### config.mk
export PLATFORM = sky130hd
export DESIGN_NAME = pipe_stage_buf
export DESIGN_NICKNAME = d
export VERILOG_FILES = /design/src/rtl/cpu_pkg.sv /design/src/rtl/pipe_stage_buf.sv
export SDC_FILE = /design/constraint.sdc
export NUM_CORES = 1
export LEC_CHECK = 0
export CORE_UTILIZATION = 47
export DETAILED_ROUTE_END_ITERATION = 8
export PLACE_DENSITY_LB_ADDON = 0.2
export SYNTH_ARGS = -nofsm -noshare
export SYNTH_HDL_FRONTEND = slang
export SYNTH_SLANG_ARGS = --single-unit
### constraint.sdc
create_clock -name clk -period 1.6 [get_ports clk]
set_clock_uncertainty 0.15 [all_clocks]
set_input_delay 0.32 -clock clk [delete_from_list [all_inputs] [get_ports clk]]
set_output_delay 0.32 -clock clk [all_outputs]
set_load 0.05 [all_outputs]
### src/rtl/cpu_pkg.sv
// Shared CPU stage definitions: exception codes, default PCs and the stage entry record.
package cpu_pkg;

  localparam int unsigned PC_W  = 32;
  localparam int unsigned EXC_W = 5;

  // ExcCode values carried between stages
  localparam logic [EXC_W-1:0] EXC_NONE = 5'd0;
  localparam logic [EXC_W-1:0] EXC_ADEL = 5'd4;
  localparam logic [EXC_W-1:0] EXC_ADES = 5'd5;
  localparam logic [EXC_W-1:0] EXC_SYS  = 5'd8;
  localparam logic [EXC_W-1:0] EXC_BP   = 5'd9;
  localparam logic [EXC_W-1:0] EXC_RI   = 5'd10;
  localparam logic [EXC_W-1:0] EXC_OV   = 5'd12;

  localparam logic [PC_W-1:0] DEFAULT_RESET_PC   = 32'h0000_3000;
  localparam logic [PC_W-1:0] DEFAULT_HANDLER_PC = 32'h0000_4180;

  // Per-instruction bookkeeping that travels with every stage payload
  typedef struct packed {
    logic [PC_W-1:0]  pc;
    logic             bd;
    logic [EXC_W-1:0] exc;
  } stage_entry_t;

  // Elastic buffer fill level, encoded as the entry count
  typedef enum logic [1:0] {
    OCC_EMPTY = 2'd0,
    OCC_ONE   = 2'd1,
    OCC_TWO   = 2'd2
  } occ_state_t;

endpackage

### src/rtl/pipe_stage_buf.sv
// Pipeline-stage register with valid/ready handshake and a two-entry skid buffer.
// When empty it presents a bubble that keeps the PC/BD of the last issued entry.
module pipe_stage_buf
  import cpu_pkg::*;
#(
  parameter int unsigned DATA_W     = 128,
  parameter logic [31:0] RESET_PC   = DEFAULT_RESET_PC,
  parameter logic [31:0] HANDLER_PC = DEFAULT_HANDLER_PC
) (
  input  logic              clk,
  input  logic              reset,
  input  logic              req,
  input  logic              flush,
  input  logic              in_valid,
  output logic              in_ready,
  input  logic [31:0]       in_pc,
  input  logic              in_bd,
  input  logic [EXC_W-1:0]  in_exc,
  input  logic [DATA_W-1:0] in_data,
  output logic              out_valid,
  input  logic              out_ready,
  output logic [31:0]       out_pc,
  output logic              out_bd,
  output logic [EXC_W-1:0]  out_exc,
  output logic [DATA_W-1:0] out_data,
  output logic [1:0]        occupancy
);

  occ_state_t        state;
  stage_entry_t      head_ent;
  stage_entry_t      skid_ent;
  logic [DATA_W-1:0] head_data;
  logic [DATA_W-1:0] skid_data;
  logic [31:0]       bubble_pc;
  logic              bubble_bd;

  stage_entry_t      in_ent;
  logic              in_fire;
  logic              out_fire;
  logic              is_empty;

  // Handshake qualifiers; in_ready deliberately has no path from out_ready
  always_comb begin
    in_ent    = '{pc: in_pc, bd: in_bd, exc: in_exc};
    in_ready  = (state != OCC_TWO) & ~req & ~flush;
    is_empty  = (state == OCC_EMPTY);
    out_valid = ~is_empty;
    in_fire   = in_valid & in_ready;
    out_fire  = out_valid & out_ready;
  end

  // Head entry or bubble onto the output bus
  always_comb begin
    occupancy = state;
    out_pc    = is_empty ? bubble_pc : head_ent.pc;
    out_bd    = is_empty ? bubble_bd : head_ent.bd;
    out_exc   = is_empty ? EXC_NONE  : head_ent.exc;
    out_data  = is_empty ? '0        : head_data;
  end

  // Occupancy FSM with reset > req > flush > handshake priority
  always_ff @(posedge clk) begin
    if (reset) begin
      state     <= OCC_EMPTY;
      bubble_pc <= RESET_PC;
      bubble_bd <= 1'b0;
      head_ent  <= '0;
      skid_ent  <= '0;
      head_data <= '0;
      skid_data <= '0;
    end else if (req) begin
      state     <= OCC_EMPTY;
      bubble_pc <= HANDLER_PC;
      bubble_bd <= 1'b0;
    end else if (flush) begin
      state     <= OCC_EMPTY;
      bubble_pc <= out_pc;
      bubble_bd <= out_bd;
    end else begin
      case (state)
        OCC_EMPTY: begin
          if (in_fire) begin
            head_ent  <= in_ent;
            head_data <= in_data;
            state     <= OCC_ONE;
          end
        end
        OCC_ONE: begin
          if (in_fire && out_fire) begin
            head_ent  <= in_ent;
            head_data <= in_data;
          end else if (in_fire) begin
            skid_ent  <= in_ent;
            skid_data <= in_data;
            state     <= OCC_TWO;
          end else if (out_fire) begin
            bubble_pc <= head_ent.pc;
            bubble_bd <= head_ent.bd;
            state     <= OCC_EMPTY;
          end
        end
        OCC_TWO: begin
          if (out_fire) begin
            head_ent  <= skid_ent;
            head_data <= skid_data;
            state     <= OCC_ONE;
          end
        end
        default: state <= OCC_EMPTY;
      endcase
    end
  end

endmodule

==> reports/metrics.cfg <==
[layout]
reg_top3 = head_data x128, skid_data x128
drive_above_1_share = 0.377
area_dominant_class = combinational gates
inverters = 4
sh_comb_area = 0.385
n_all_buffers = 544
fin_cells = 2800

[grt]
busiest_layer = met2
met1_usage = 0.332
grt_pass1_wl_mm = 78.6

[synth]
mux_area_frac = 0.100
ys_ff = 367
common_cells = nand2_1 (432), dfxtp_1 (367), a21oi_1 (361), mux2i_1 (167), a211oi_2 (140)
dominantRegCellSynth = dfxtp_1
syn_area_um2 = 16700
top_logic_kind = AND-OR/OR-AND gates

[worst_setup_path]
endpoint_kind = output port
crit_type = reg2out
crit_chain = nor2_4, buf_12, buf_16, nand2_1, nand2_8, buf_6
critical_path_arrival_ns = 1.82
path_buffers = 3
crit_path_max_incr_delay_ns = 0.35
critPathLaunch = occupancy[1]

[pwr]
p_comb_frac = 0.138
clockPowerShare = 0.417
p_sw_frac = 0.260
powerSeq_mw = 9.58
pg_clk_mw = 8.96
irDropWorstVdd_mv = 0.784

[job]
maxCapViolCount = 0
tool_warnings = 29

[placed_design]
placed_cells = 2642
placed_cell_area_um2 = 22200
gp_congestion = 0.818

[routing]
wl_met3_mm = 4.30
via_per_inst = 5.79
drt-met1-wl_mm = 23.5
dr.pass1.iters = 5
detail_route.wl_per_cell_um = 21.4
top_layer = met5

[run_status]
outcome = complete, but fails checks
violations = negative setup slack

[worst_hold_path]
min-delay-start = in_data[98]
min_path_type = in2reg

[clock_tree]
postCtsSetupRepairBufs = 10

[timing]
setup_ws_ns = -0.691
setup_viol = 536

[floorplan]
fp_util = 0.480

cell_classes.png
Scale bar: 50 µm. Fill, decap, tap and diode cells in gray.
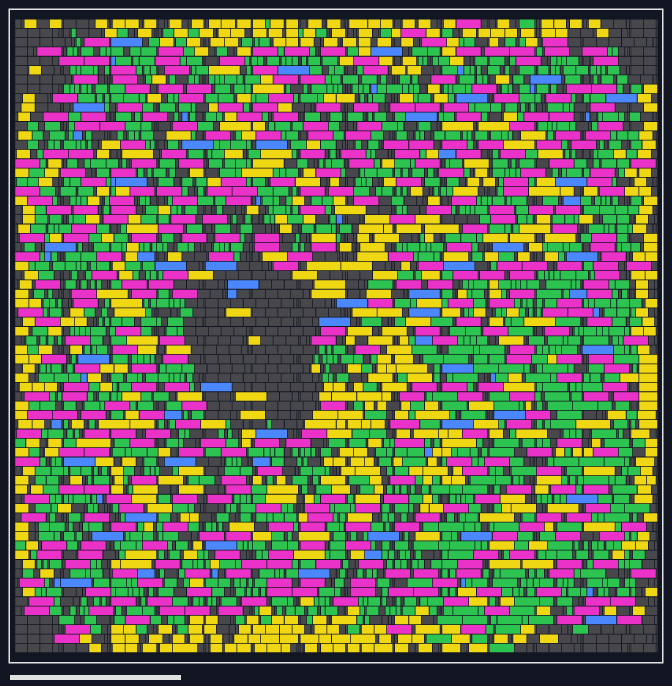
legend:
  blue:
    class: clock drivers and dummy loads
    cells: 72
  yellow:
    class: other buffers and delay cells
    cells: 544
  magenta:
    class: flip-flops
    cells: 367
  green:
    class: all other logic
    cells: 1357

pdn.png
Pins as bars on the die edge. Tap cells in gray.
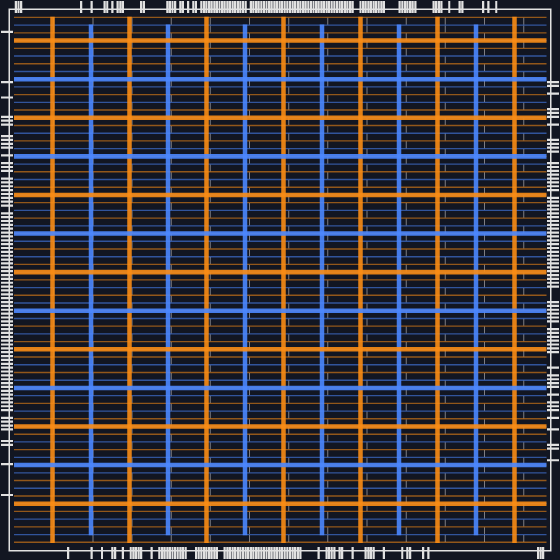
legend:
  blue:
    net: VDD
  orange:
    net: VSS
met4 straps: 13
tap cells: 455
rows: 68
signal pins: 342

met2.png
Scale bar: 50 µm.
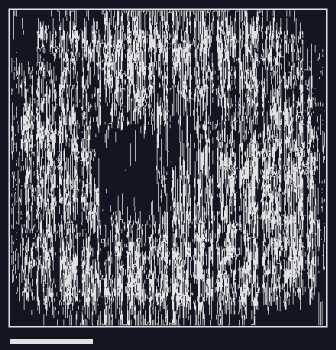
nets with wire on the layer: 2230
main direction: vertical
Via Count: 16204
Routed WL: 59.9 mm
met2 usage: 0.451

final_placement.png
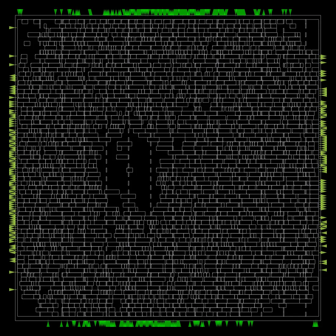
core area: 34700 µm²
Seq/total area: 0.276
Tapcells: 455

